[src/rtl/serial_uart_pkg.sv]
// rtl/serial_uart_pkg.sv - shared constants and FSM state encoding for the UART port
package serial_uart_pkg;

  localparam int   UART_DATA_BITS  = 8;
  localparam logic UART_IDLE_LEVEL = 1'b1;

  typedef enum logic [1:0] {
    ST_IDLE  = 2'd0,
    ST_START = 2'd1,
    ST_DATA  = 2'd2,
    ST_STOP  = 2'd3
  } uartState_t;

endpackage

[src/rtl/sync_fifo.sv]
// rtl/sync_fifo.sv - single-clock FIFO, depth 2**AW, extra pointer bit for full/empty
module sync_fifo #(
  parameter int WIDTH = 8,
  parameter int AW    = 2
) (
  input  logic             clock,
  input  logic             reset,
  input  logic             push,
  input  logic [WIDTH-1:0] pushData,
  input  logic             pop,
  output logic [WIDTH-1:0] popData,
  output logic             empty,
  output logic             full
);
  localparam int DEPTH = 1 << AW;

  logic [WIDTH-1:0] mem [DEPTH];
  logic [AW:0]      wrPtr;
  logic [AW:0]      rdPtr;
  logic             doPush;
  logic             doPop;

  assign empty   = (wrPtr == rdPtr);
  assign full    = (wrPtr[AW] != rdPtr[AW]) && (wrPtr[AW-1:0] == rdPtr[AW-1:0]);
  assign doPop   = pop && !empty;
  // A pop in the same cycle frees a slot, so a push at full still lands.
  assign doPush  = push && (!full || pop);
  assign popData = mem[rdPtr[AW-1:0]];

  always_ff @(posedge clock) begin
    if (reset) begin
      wrPtr <= '0;
      rdPtr <= '0;
    end else begin
      if (doPush) wrPtr <= wrPtr + 1'b1;
      if (doPop)  rdPtr <= rdPtr + 1'b1;
    end
  end

  always_ff @(posedge clock) begin
    if (doPush) mem[wrPtr[AW-1:0]] <= pushData;
  end

endmodule

[src/rtl/serial_uart_port.sv]
// rtl/serial_uart_port.sv - bridges the processor serial byte handshake to an 8N1 UART line
module serial_uart_port
  import serial_uart_pkg::*;
#(
  parameter int CLKS_PER_BIT = 434,
  parameter int FIFO_AW      = 2
) (
  input  logic       clock,
  input  logic       reset,
  output logic [7:0] rx_data_out,
  output logic       rx_valid_out,
  input  logic       rd_en_in,
  output logic       tx_ready_out,
  input  logic [7:0] tx_data_in,
  input  logic       wr_en_in,
  input  logic       uart_rxd_in,
  output logic       uart_txd_out,
  output logic       rx_overrun_out,
  output logic       rx_frame_err_out
);
  localparam int                BAUD_W    = $clog2(CLKS_PER_BIT);
  localparam logic [BAUD_W-1:0] BAUD_LAST = BAUD_W'(CLKS_PER_BIT - 1);
  localparam logic [BAUD_W-1:0] BAUD_HALF = BAUD_W'(CLKS_PER_BIT / 2 - 1);
  localparam logic [2:0]        BIT_LAST  = 3'(UART_DATA_BITS - 1);

  logic       txEmpty, txFull, txPop;
  logic [7:0] txHead;
  logic       rxEmpty, rxFull, rxPush;
  logic [7:0] rxHead;

  sync_fifo #(.WIDTH(UART_DATA_BITS), .AW(FIFO_AW)) txFifo (
    .clock(clock), .reset(reset), .push(wr_en_in), .pushData(tx_data_in),
    .pop(txPop), .popData(txHead), .empty(txEmpty), .full(txFull)
  );

  uartState_t        txState, txStateNext;
  logic [BAUD_W-1:0] txBaud, txBaudNext;
  logic [2:0]        txBit, txBitNext;
  logic [7:0]        txShift, txShiftNext;

  always_comb begin
    txStateNext = txState;
    txBaudNext  = txBaud;
    txBitNext   = txBit;
    txShiftNext = txShift;
    txPop       = 1'b0;
    case (txState)
      ST_IDLE: if (!txEmpty) begin
        txPop       = 1'b1;
        txShiftNext = txHead;
        txBaudNext  = '0;
        txStateNext = ST_START;
      end
      ST_START: if (txBaud == BAUD_LAST) begin
        txBaudNext  = '0;
        txBitNext   = '0;
        txStateNext = ST_DATA;
      end else txBaudNext = txBaud + 1'b1;
      ST_DATA: if (txBaud == BAUD_LAST) begin
        txBaudNext  = '0;
        txShiftNext = {1'b0, txShift[7:1]};
        if (txBit == BIT_LAST) txStateNext = ST_STOP;
        else txBitNext = txBit + 1'b1;
      end else txBaudNext = txBaud + 1'b1;
      ST_STOP: if (txBaud == BAUD_LAST) begin
        txBaudNext = '0;
        // Chain straight into the next frame when more data is queued.
        if (!txEmpty) begin
          txPop       = 1'b1;
          txShiftNext = txHead;
          txStateNext = ST_START;
        end else txStateNext = ST_IDLE;
      end else txBaudNext = txBaud + 1'b1;
    endcase
  end

  always_ff @(posedge clock) begin
    if (reset) begin
      txState      <= ST_IDLE;
      txBaud       <= '0;
      txBit        <= '0;
      txShift      <= '0;
      uart_txd_out <= UART_IDLE_LEVEL;
    end else begin
      txState      <= txStateNext;
      txBaud       <= txBaudNext;
      txBit        <= txBitNext;
      txShift      <= txShiftNext;
      uart_txd_out <= (txStateNext == ST_START) ? ~UART_IDLE_LEVEL :
                      (txStateNext == ST_DATA)  ? txShiftNext[0] : UART_IDLE_LEVEL;
    end
  end

  logic [1:0]        rxSync;
  logic              rxLine;
  uartState_t        rxState, rxStateNext;
  logic [BAUD_W-1:0] rxBaud, rxBaudNext;
  logic [2:0]        rxBit, rxBitNext;
  logic [7:0]        rxShift, rxShiftNext;
  logic              rxErrWait, rxErrWaitNext;
  logic              setOverrun, setFrameErr;

  assign rxLine = rxSync[1];

  always_comb begin
    rxStateNext   = rxState;
    rxBaudNext    = rxBaud;
    rxBitNext     = rxBit;
    rxShiftNext   = rxShift;
    rxErrWaitNext = rxErrWait;
    rxPush        = 1'b0;
    setOverrun    = 1'b0;
    setFrameErr   = 1'b0;
    case (rxState)
      ST_IDLE: if (rxLine != UART_IDLE_LEVEL) begin
        rxBaudNext  = '0;
        rxStateNext = ST_START;
      end
      ST_START: if (rxBaud == BAUD_HALF) begin
        rxBaudNext  = '0;
        rxBitNext   = '0;
        rxStateNext = (rxLine == UART_IDLE_LEVEL) ? ST_IDLE : ST_DATA;
      end else rxBaudNext = rxBaud + 1'b1;
      ST_DATA: if (rxBaud == BAUD_LAST) begin
        rxBaudNext  = '0;
        rxShiftNext = {rxLine, rxShift[7:1]};
        if (rxBit == BIT_LAST) rxStateNext = ST_STOP;
        else rxBitNext = rxBit + 1'b1;
      end else rxBaudNext = rxBaud + 1'b1;
      ST_STOP: if (rxErrWait) begin
        // Broken frame: hold off until the line idles again.
        if (rxLine == UART_IDLE_LEVEL) begin
          rxErrWaitNext = 1'b0;
          rxStateNext   = ST_IDLE;
        end
      end else if (rxBaud == BAUD_LAST) begin
        rxBaudNext = '0;
        if (rxLine == UART_IDLE_LEVEL) begin
          rxStateNext = ST_IDLE;
          if (rxFull && !rd_en_in) setOverrun = 1'b1;
          else rxPush = 1'b1;
        end else begin
          setFrameErr   = 1'b1;
          rxErrWaitNext = 1'b1;
        end
      end else rxBaudNext = rxBaud + 1'b1;
    endcase
  end

  always_ff @(posedge clock) begin
    if (reset) begin
      rxSync           <= {2{UART_IDLE_LEVEL}};
      rxState          <= ST_IDLE;
      rxBaud           <= '0;
      rxBit            <= '0;
      rxShift          <= '0;
      rxErrWait        <= 1'b0;
      rx_overrun_out   <= 1'b0;
      rx_frame_err_out <= 1'b0;
    end else begin
      rxSync    <= {rxSync[0], uart_rxd_in};
      rxState   <= rxStateNext;
      rxBaud    <= rxBaudNext;
      rxBit     <= rxBitNext;
      rxShift   <= rxShiftNext;
      rxErrWait <= rxErrWaitNext;
      if (setOverrun)  rx_overrun_out   <= 1'b1;
      if (setFrameErr) rx_frame_err_out <= 1'b1;
    end
  end

  sync_fifo #(.WIDTH(UART_DATA_BITS), .AW(FIFO_AW)) rxFifo (
    .clock(clock), .reset(reset), .push(rxPush), .pushData(rxShift),
    .pop(rd_en_in), .popData(rxHead), .empty(rxEmpty), .full(rxFull)
  );

  assign rx_valid_out = !rxEmpty;
  assign rx_data_out  = rxEmpty ? 8'h00 : rxHead;
  assign tx_ready_out = !txFull;

endmodule

[config.mk]
export PLATFORM = sky130hd
export DESIGN_NAME = serial_uart_port
export DESIGN_NICKNAME = d
export VERILOG_FILES = /design/src/rtl/serial_uart_pkg.sv /design/src/rtl/sync_fifo.sv /design/src/rtl/serial_uart_port.sv
export SDC_FILE = /design/constraint.sdc
export NUM_CORES = 1
export LEC_CHECK = 0
export CAP_MARGIN = 20
export CORE_MARGIN = 2
export CORE_UTILIZATION = 57
export CTS_BUF_LIST = sky130_fd_sc_hd__clkbuf_8
export CTS_CLUSTER_SIZE = 24
export DETAILED_ROUTE_END_ITERATION = 8
export GPL_TIMING_DRIVEN = 0
export PLACE_DENSITY = 0.79
export SLEW_MARGIN = 20
export SYNTH_ARGS = -nofsm -noshare
export SYNTH_HDL_FRONTEND = slang
export SYNTH_SLANG_ARGS = --single-unit
[constraint.sdc]
create_clock -name clock -period 2.4 [get_ports clock]
set_input_delay 0.6 -clock clock [delete_from_list [all_inputs] [get_ports clock]]
set_output_delay 0.6 -clock clock [all_outputs]
set_load 0.01 [all_outputs]
run_1/io_fan.png
(4 px per um)
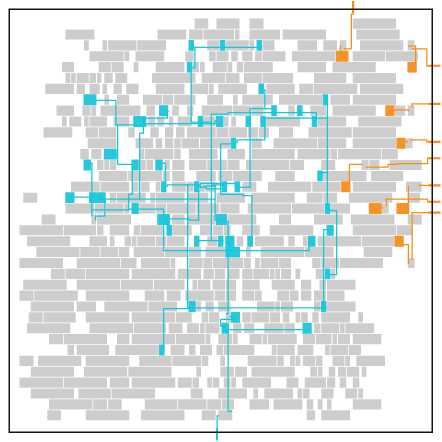
- cyan: reset (bits 1; direction input; edge bottom; end cells 49; buffers 6; wire 741 um)
- orange: rx_data_out (bits 8; direction output; edge 7 right, 1 top; end cells 8; buffers 8; wire 117 um)
ports placed on the boundary: 26
number of port buffers: 25

run_1/flops_by_reg.png
(2 px per um) Other sequential cells in the stronger gray, the rest of the logic in the fainter gray.
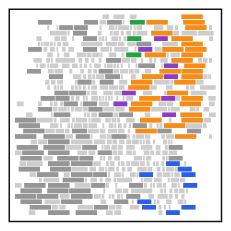
- orange: rxFifo.mem (flops 32)
- purple: rxShift (flops 8)
- blue: txBaud (flops 9; where lower right)
- green: rxFifo.rdPtr (flops 3)
- not colored: 78

run_1/placement.png
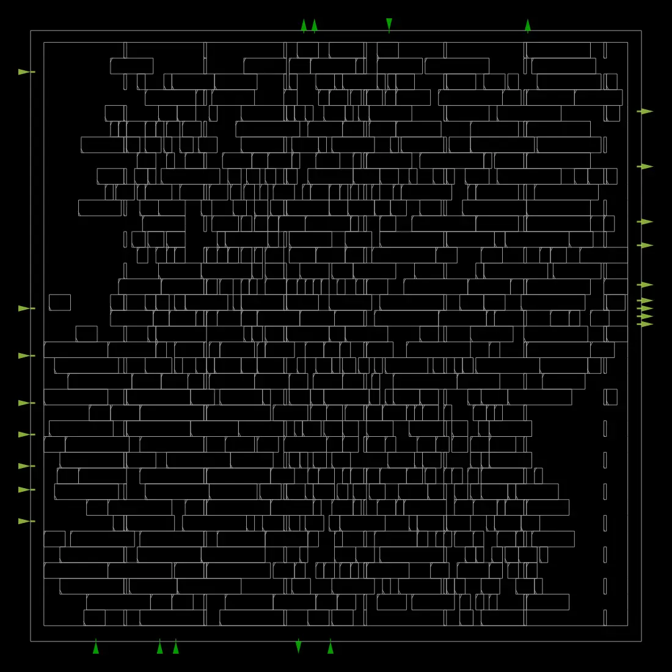
register fraction of the total cell area: 47.4%
Cell Count, Final, Fillers Out: 681
inserted tap cell count: 136
number of standard-cell rows in the floorplan: 37

run_1/placement_by_type.png
(2 px per um)
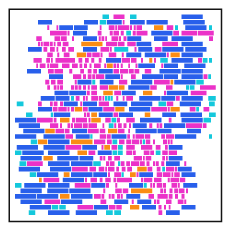
- orange: clock drivers and dummy loads (cells 32; share of their area 6.3%)
- blue: flops (cells 130; share of their area 49%)
- cyan: other buffers and delay cells (cells 53; share of their area 6.2%)
- magenta: combinational and other logic (cells 330; share of their area 39%)
core box area: 10100 um2
final core occ: 67.9%
Final Instance Area: 6890 um2

==> notes.md, run 1 <==
Item: results of the latest flow run.

- When the netlist entered floorplanning its net count stood at about 520.
- Once the clock tree was built, the setup fixing pass inserted 10 buffers.
- The synthesized netlist devotes between 3 and 4% of its cell area to XOR and XNOR gates.
- The initial antenna violation count was 0.
- The total cells reported by yosys after synthesis is approximately 480.
- The final-layout setup total negative slack is 0 ns.
- The met2 track demand over resource is a little under two fifths.
- The detailed-routing iteration count for the pre-antenna-repair pass is 4.
- The number of clock buffers in the layout is 18.
- The layout has 53 buffers outside the clock class.
- The number of nets at the end of the flow is about 570.
- RePlAce ended its routability-driven mode at a weighted congestion of approximately 0.85.
- The design draws between 5 and 6 mW.
- The longest clock path from root to sink contains 2 buffers.
- The wire length of the first global-routing pass is 18700 um.
- The worst supply voltage drop on vdd is about 540 uV.
- The number of max-slew violations in the final report is 0.
- The wire length reported by the detailed router is ~11000 um.
- The class occupying the most area after layout is reported as sequential cells.
- Setup repair after global routing could not meet its margin everywhere.
- The number of clock sinks seen by CTS is 130.
- Yosys mapped a number of flops with a built-in enable equal to ~64.
- The number of nets with antenna violations after routing is 0.
- The worst path arrival time is about 1.8 ns.
- Post-route period utilization is reported as about 100%.
- The largest net degree at the start of global routing is 17.
- STA on the placed design reports a worst setup slack of -0.284 ns.
- The vertical die dimension reported for this design is about 110 um.
- The fraction of synthesis flops using an asynchronous set or reset pin is 0%.
- Per the layout area report, the combinational gate area comes to 2540 um2.
- TritonCTS created 17 clock buffers.
- The final layout report lists a non-clock inverter count of 18.
- The fraction of area in non-clock buffers is under 10%.
- The detailed placer reported the number of placed instances as 640.
- The most critical min-delay path falls under reg2reg.
- The number of DRC markers after the initial detailed-route iteration is between 150 and 200.
- The flow ran to the end, and the final reports show no timing, DRC or antenna violations.
- Per the timing report, the most critical flop-to-flop path finishes at uart_txd_out.
- The final critical-path setup slack is around 0.022 ns.
- TritonCTS built the clock tree.
- After synthesis the cells add up to 5860 um2.
- In this run the number of H-tree levels came out at 4.
- The flip-flop and latch count is about 130.
- Across all checked pins, the minimum headroom to the slew limit is 39.6%.
- The layout contains a multi-input combinational cell count of 312.
- The layout-stage area growth over the synthesis result is 17.5%.
- OpenROAD emitted warnings numbering a little over 40.
- Per the GRT congestion report, total overflow comes to 0.
- The beginning of the worst register-to-register path is txState[1].
- The instance area at placement is between 6000 and 7000 um2.
- At the pin with the least slew margin, the transition time is ~0.90 ns.
- The clock slew at the register clock pins of the worst setup and hold paths is ~0.08 ns.
- In the setup report, the worst path falls into the class reg2out.
- The half-perimeter wire length after detailed placement is between 7000 and 8000 um.
- The worst setup path is launched from a flop.
- The number of global-route vias before repair came to approximately 3900.
run 1: worst max-delay path, stage by stage, from the launching register on:
cell and delay, ns:
sky130_fd_sc_hd__dfxtp_4 0.39, sky130_fd_sc_hd__buf_6 0.11, sky130_fd_sc_hd__buf_6 0.08, sky130_fd_sc_hd__mux4_2 0.46, sky130_fd_sc_hd__and2_1 0.16, sky130_fd_sc_hd__buf_2 0.13
run 1: Yosys cell counts (all sizes together) (3+ instances only):
master | number | share of area [%]
a21oi | 18 | 1.5
a22o | 6 | 0.90
a31oi | 4 | 0.68
and2 | 13 | 1.4
and3 | 5 | 0.53
and4 | 4 | 0.60
buf | 10 | 1.0
clkbuf | 9 | 0.58
dfxtp | 66 | 23
edfxtp | 64 | 33
ha | 24 | 5.1
inv | 18 | 1.2
mux2i | 17 | 2.9
mux4 | 16 | 6.1
nand2 | 25 | 1.6
nand2b | 4 | 0.43
nand3 | 13 | 1.1
nand4 | 5 | 0.53
nand4b | 3 | 0.70
nand4bb | 3 | 0.85
nor2 | 48 | 3.2
nor2b | 4 | 0.43
nor3 | 10 | 1.2
nor4b | 5 | 0.96
o21ai | 21 | 1.8
or3 | 3 | 0.32
or4 | 3 | 0.45
xnor2 | 11 | 1.6
xor2 | 15 | 2.2
run 1: flip-flops by register name, indices dropped and copies added, names as in the netlist, 8 cells and up, named ones only:
signal / flops
txBaud: 9
rxFifo.mem: 32
rxShift: 8
txFifo.mem: 32
rxBaud: 9
txShift: 8
run 1: report_power, final:
part / total, mW / leakage (nW) / switching, mW / internal [mW]
clock network: 1.98 / 0.219 / 0.911 / 1.07
logic: 1.15 / 1.17 / 0.619 / 0.526
registers: 2.53 / 1.13 / 0.0988 / 2.44
total: 5.66 / 2.52 / 1.63 / 4.03
run_1/clk_routes.png
(2 px per um)
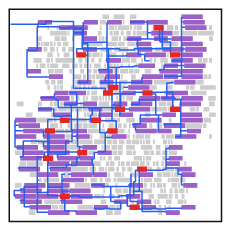

--- run 2 (diff from run 1) ---
--- a/config.mk
+++ b/config.mk
@@ -7,12 +7,11 @@
 export LEC_CHECK = 0
 export CAP_MARGIN = 20
 export CORE_MARGIN = 2
-export CORE_UTILIZATION = 57
+export CORE_UTILIZATION = 25
 export CTS_BUF_LIST = sky130_fd_sc_hd__clkbuf_8
 export CTS_CLUSTER_SIZE = 24
 export DETAILED_ROUTE_END_ITERATION = 8
-export GPL_TIMING_DRIVEN = 0
-export PLACE_DENSITY = 0.79
+export GPL_TIMING_DRIVEN = 1
 export SLEW_MARGIN = 20
 export SYNTH_ARGS = -nofsm -noshare
 export SYNTH_HDL_FRONTEND = slang
==> constraint.sdc (replaced) <==
create_clock -name clock -period 2.8 [get_ports clock]
set_input_delay 0.7 -clock clock [delete_from_list [all_inputs] [get_ports clock]]
set_output_delay 0.7 -clock clock [all_outputs]
set_load 0.01 [all_outputs]
run_2/clk_routes.png
(2 px per um)
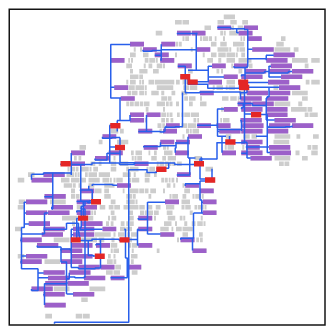
- red: clock drivers (count 17)
- purple: flip-flops (count 130)
- blue: clock wires (length 1720 um)
- routed clock nets: 18

==> run 2 against run 1 <==
Net effect: flip-flop count unchanged; total power decreased by 19%; design area increased by 0.74%; critical path depth unchanged; worst setup slack improved by 0.093 ns; sequential power decreased by 14%; register-to-register slack improved by 0.39 ns; global-route usage decreased by 13 points; clock skew increased by 0.0025 ns; clock power decreased by 24%.
==> notes.md, run 2 <==
Item: results of the latest flow run.

- The flow ran to the end, and the final reports show no timing, DRC or antenna violations.
- The multi-input gate area in the final layout was 2500 um2 (-1.8%).
- The number of flops mapped to enable cells by yosys was 64 (unchanged).
- The total number of warnings across the stage logs was 39 (-4.9%).
- The post-synthesis share of cell area spent on xor and xnor gates is 3.89% (unchanged).
- The final-layout setup total negative slack is 0 ns (unchanged).
- The number of clock buffers in the layout is 17 (-1).
- The number of H-tree levels came to 4 (unchanged).
- After synthesis, the cell types taking the most area are sky130_fd_sc_hd__edfxtp_1 (33%), sky130_fd_sc_hd__dfxtp_1 (23%), sky130_fd_sc_hd__mux4_2 (6.1%).
- The largest net degree at the start of global routing came to 32 (+15).
- The number of stages on the worst setup path is 5 (unchanged).
- The clock group share of total power is 33.2% (-1.8 points).
- The final critical-path setup slack is 0.115 ns (+0.0933 ns).
- The flip-flop and latch count is 130 (unchanged).
- The post-route standard cell area excluding fillers is 6940 um2 (+0.74%).
- The sequential fraction of design power was 47.7% (+2.9 points).
- The non-clock buffer instance count of the final layout came to 39 (-26%).
- The detailed-routing iteration count for the pre-antenna-repair pass is 4 (unchanged).
- The switching component of the power is 1.42 mW (-13%).
- The fraction of synthesis flops using an asynchronous set or reset pin is 0% (unchanged).
- The fraction of area in registers came to 46.7% (-0.68 points).
- The combinational share of power is 19.2% (-1.0 points).
- The combined area of all synthesized cells is 5860 um2 (unchanged).
- The clock slew at the register clock pins of the worst setup and hold paths is 0.09 ns (about the same).
- The number of buffers between clock root and the deepest sink came to 2 (unchanged).
- The number of ordinary inverters in the final layout is 18 (unchanged).
- The startpoint type of the worst setup path is a flop.
- Traced cell by cell, the critical path runs through buf_6, buf_4, mux4_2, and2_1, dlygate4sd2_1.
- The post-synth net total came to 516 (unchanged).
- The total cells reported by yosys after synthesis came to 479 (unchanged).
- By count the netlist is led by sky130_fd_sc_hd__dfxtp_1 (66), sky130_fd_sc_hd__edfxtp_1 (64), sky130_fd_sc_hd__nor2_1 (47), sky130_fd_sc_hd__nand2_1 (25), sky130_fd_sc_hd__ha_1 (24).
- The endpoint identified for the worst register-to-register timing path is txFifo.mem[2][3].
- The worst stage delay on the critical path is 0.49 ns (+0.03 ns).
- The critical-path cell with the highest stage delay is sky130_fd_sc_hd__mux4_2.
- The total I/O pin count was 26 (unchanged).
- The utilization of the core after routing is 29.8% (-38 points).
- The layout-stage area growth over the synthesis result is 18.4%.
- The number of max-slew violations in the final report is 0 (unchanged).
- The fraction of area in non-clock buffers came to 5.12% (-0.93 points).
- The number of CTS-inserted buffers is 17 (unchanged).
- The wire length of the first global-routing pass came to 17800 um (-4.8%).
- The transition at the pin with the smallest max-transition slack is 0.799 ns (-0.102 ns).
- The height of the die is 157 um (+49%).
- The instance area at placement is 6480 um2 (+3.0%).
run 2: cell counts after synthesis:
Identical to the previous run, type by type.
run 2: through the flow:
stage | instances | power (mW)
after global routing | 850 | 4.82
after CTS | 846 | 4.63
after global placement | 812 | 3.08
final | 850 | 4.56
after detailed placement | 812 | 3.10
after floorplan | 479 | 2.90
run 2: worst reg2reg max path, cell delays in order, from the launching register on:
cell	delay [ns]
sky130_fd_sc_hd__dfxtp_1	0.43
sky130_fd_sc_hd__ha_1	0.19
sky130_fd_sc_hd__and4b_2	0.32
sky130_fd_sc_hd__a31oi_4	0.16
sky130_fd_sc_hd__o211ai_1	0.37
sky130_fd_sc_hd__and3_1	0.50
run 2: repair_timing:
action / in CTS / in global routing
hold buffers: 0 / 0
buffers inserted: 2 / 4
resized: 7 / 7
setup endpoints to repair: 8 / 5
pin swaps: 1 / 1
run 2: cells by family (layout without fill, tap and decap cells):
| logic type | after synthesis | after routing |
|---|---|---|
| compound gates | 72 | 72 |
| xor+xnor | 26 | 26 |
| fa+ha+maj | 24 | 24 |
| buf+inv | 37 | 89 |
| flops | 130 | 130 |
| mux | 33 | 33 |
| simple gates | 157 | 157 |
run 2: power groups by stage:
stage                     Sequential [mW]  Clock, mW  Combinational (mW)
final                                2.17       1.51               0.874
after global routing                 2.19       1.65               0.970
after CTS                            2.17       1.57               0.887
after detailed placement             2.22          0               0.882
after global placement               2.22          0               0.869
after floorplan                      2.19          0               0.712
run 2: routing by layer:
layer | vias up | routed length, um
met2 | 48 | 4960
met1 | 1753 | 5120
met5 | - | 0
li1 | 1851 | -
met4 | 0 | 159
met3 | 13 | 329
--- run 3 (diff from run 2) ---
--- a/config.mk
+++ b/config.mk
@@ -12,7 +12,7 @@
 export CTS_CLUSTER_SIZE = 24
 export DETAILED_ROUTE_END_ITERATION = 8
 export GPL_TIMING_DRIVEN = 1
-export SLEW_MARGIN = 20
+export SLEW_MARGIN = 10
 export SYNTH_ARGS = -nofsm -noshare
 export SYNTH_HDL_FRONTEND = slang
 export SYNTH_SLANG_ARGS = --single-unit
run_3/flops_by_reg.png
(2 px per um) Other sequential cells in the stronger gray, the rest of the logic in the fainter gray.
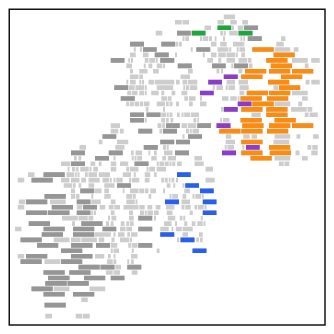
- blue: txBaud (flops 9; where center)
- orange: rxFifo.mem (flops 32)
- purple: rxShift (flops 8)
- green: rxFifo.rdPtr (flops 3)
- not colored: 78
register fraction of the total cell area: 46.7%
final core occ: 29.8%
flip-flop and latch power: 2.17 mW

==> run 3 against run 2 <==
Net effect: routed wire length unchanged; die size unchanged; critical path depth unchanged; sequential power about the same; register-to-register slack about the same; final cell count unchanged; utilization unchanged.
==> notes.md, run 3 <==
Item: results of the latest flow run.

- The commonest cells after synthesis are sky130_fd_sc_hd__dfxtp_1 (66), sky130_fd_sc_hd__edfxtp_1 (64), sky130_fd_sc_hd__nor2_1 (47), sky130_fd_sc_hd__nand2_1 (25), sky130_fd_sc_hd__ha_1 (24).
- The worst stage delay on the critical path is 0.49 ns (about the same).
- The clock group share of total power is 33.2% (about the same).
- The wire length of the first global-routing pass is 17800 um (unchanged).
- The headroom to the max-slew limit is a little under half.
- The post-synth net total was 516 (unchanged).
- The chip area is between 20000 and 25000 um2.
- Setup repair after global routing left no endpoint under its margin.
- The fmax is about 0.37 GHz.
- Of the available clock period, the critical path in the final layout requires 95.9%.
- The worst path in the final design needs a cycle of between 2 and 3 ns, including I/O delays and setup.
- The number of stages on the worst setup path is 5 (unchanged).
- The sequential fraction of design power is 47.7% (about the same).
- The fraction of synthesis flops using an asynchronous set or reset pin is 0% (unchanged).
- The multi-input gate area in the final layout is 2500 um2 (unchanged).
- The final weighted congestion in routability-driven placement is about 0.73.
- The area fraction in compound gates is roughly 8.3%.
- The number of buffers added to fix hold violations after cts is 0 (unchanged).
- The power density normalized to cell area is about 660 nW/um2.
- The total I/O pin count was 26 (unchanged).
- The tally of filler cells in the layout is about 2400.
- TritonCTS built the clock tree.
- The number of max-slew violations in the final report is 0 (unchanged).
- The clock root buffer master is sky130_fd_sc_hd__clkbuf_8.
- Cell internal power was estimated by the tool at around 3.1 mW.
- The average instance area after synthesis is ~12 um2.
- The final-layout setup total negative slack was 0 ns (unchanged).
- The number of input and output port buffers inserted is 25.
- The overall overflow remaining after global route is 0.
- The first routing iteration left about 140 violations.
- The combinational share of power is 19.2% (about the same).
- The family with the most delay on the worst path is buffers and inverters.
- The total cells reported by yosys after synthesis is 479 (unchanged).
- By area the synthesized netlist is led by sky130_fd_sc_hd__edfxtp_1 (33%), sky130_fd_sc_hd__dfxtp_1 (23%), sky130_fd_sc_hd__mux4_2 (6.1%).
- The post-synthesis mux area share is under 10%.
- The initial core utilization is between 20 and 30%.
- The fraction of final layout cells with drive strength greater than 1 is ~16%.
- The post-synthesis share of cell area spent on xor and xnor gates is 3.89% (unchanged).
- The clock tree skew after final layout is between 0.01 and 0.015 ns.
- The synthesized instance count is approximately 480.
- The transition at the pin with the smallest max-transition slack is 0.799 ns (unchanged).
- The height of the die is 157 um (unchanged).
- The clock slew at the register clock pins of the worst setup and hold paths was 0.09 ns (about the same).
- The critical-path cell with the highest stage delay is sky130_fd_sc_hd__mux4_2.
- The layout-stage area growth over the synthesis result is 18.4% (unchanged).
- The final cell count without fillers is 850 (unchanged).
- The startpoint type of the worst setup path is a flop.
- The post-synthesis cell type with the largest instance count is sky130_fd_sc_hd__dfxtp_1.
- The number of buffers and inverters on the critical path is 3.
- The final critical-path setup slack is 0.115 ns (unchanged).
- The largest net degree at the start of global routing is 32 (unchanged).
- Summing the sequential cell areas from Yosys gives roughly 55% of the chip area.
- The final total power is 4.56 mW (unchanged).
- The worst supply voltage drop on vdd is approximately 320 uV.
- The number of H-tree levels is 4 (unchanged).
- The worst register-to-register path depth is 5.
- The worst hold path depth is 1.
- The cell sequence reported for the critical path is buf_6, buf_4, mux4_2, and2_1, dlygate4sd2_1.
- For this run, the detailed router reports a per-instance via density of about 4.3.
- The run reported a max-capacitance violation count of 0.
- The wire length reported by the detailed router is 10600 um.
- The die boundary width is ~160 um.
- For this run, the final setup violation count is recorded as 0.
- The detailed-routing iteration count for the pre-antenna-repair pass is 4 (unchanged).
- The combined area of all synthesized cells is 5860 um2 (unchanged).
- The flow ran to the end, and the final reports show no timing, DRC or antenna violations.
- CTS saw between 100 and 150 sinks.
- Row generation in the floorplan step produced roughly 56 rows.
- The switching component of the power was 1.42 mW (unchanged).
- The total placed cells including tap cells was 812 (unchanged).
- The total number of warnings across the stage logs is 39 (unchanged).
- The kind of critical path is reg2out.
- OpenSTA, run right after detailed placement, puts the worst setup slack at 0.362 ns.
- The number of CTS-inserted buffers is 17 (unchanged).
- The number of buffers between clock root and the deepest sink was 2 (unchanged).
- The number of flops mapped to enable cells by yosys is 64 (unchanged).
- The share of synthesized cell area in and, or, nand and nor gates is 15.5%.
- The Yosys step of the flow raised 0 warnings.
- The worst path arrival time is between 1.5 and 2 ns.
[run 3: final timing paths]
| kind | to | slack, ns |
|---|---|---|
| min reg2reg | rxSync[1] | 0.42 |
| min | rxSync[1] | 0.42 |
| max | rx_data_out[4] | 0.11 |
| max reg2reg | txFifo.mem[2][3] | 0.49 |
[run 3: logic make-up (layout without fill, tap and decap cells)]
kind of cell	count (synthesis)	after routing
adders and majority gates	24	24
DFF	130	130
AOI/OAI and AO/OA	72	72
and+or+nand+nor	157	157
muxes	33	33
buffers and inverters	37	89
xor gates and xnor gates	26	26
[run 3: area by class of cell]
type                            count  share of cell area (%)
Sequential cell                   130                    46.7
Multi-Input combinational cell    312                    36.0
Tap cell                          319                    5.75
Timing Repair Buffer               39                    5.12
Clock buffer                       17                    3.37
Clock inverter                     15                    2.06
Inverter                           18                   0.974
[run 3: what timing repair did]
action	4_1_cts	5_1_grt
endpoints found under the hold margin	0	0
setup buffers	2	4
pin swaps	1	1
setup endpoints to repair	8	5
gates resized	7	7
[run 3: power by group through the flow]
stage	logic [mW]	clock network [mW]	registers [mW]
after floorplan	0.712	0	2.19
after global placement	0.869	0	2.22
after detailed placement	0.882	0	2.22
after CTS	0.887	1.57	2.17
after global routing	0.970	1.65	2.19
final	0.874	1.51	2.17
[run 3: layer usage]
metal / track usage (%) / vias up / wire (um)
met3: 2.62 / 13 / 329
met2: 14.7 / 48 / 4960
met5: 0 / - / 0
met4: 3.77 / 0 / 159
met1: 11.5 / 1753 / 5120
li1: - / 1851 / -
[run 3: stage by stage]
step | utilization (%) | instance area, um2
4_1_cts | 29.5 | 6870
5_1_grt | 29.8 | 6940
2_1_floorplan | - | 5860
3_3_place_gp | 27.8 | 6480
3_5_place_dp | 27.8 | 6480
6_report | 29.8 | 6940
Power and IR drop assume default switching activity.
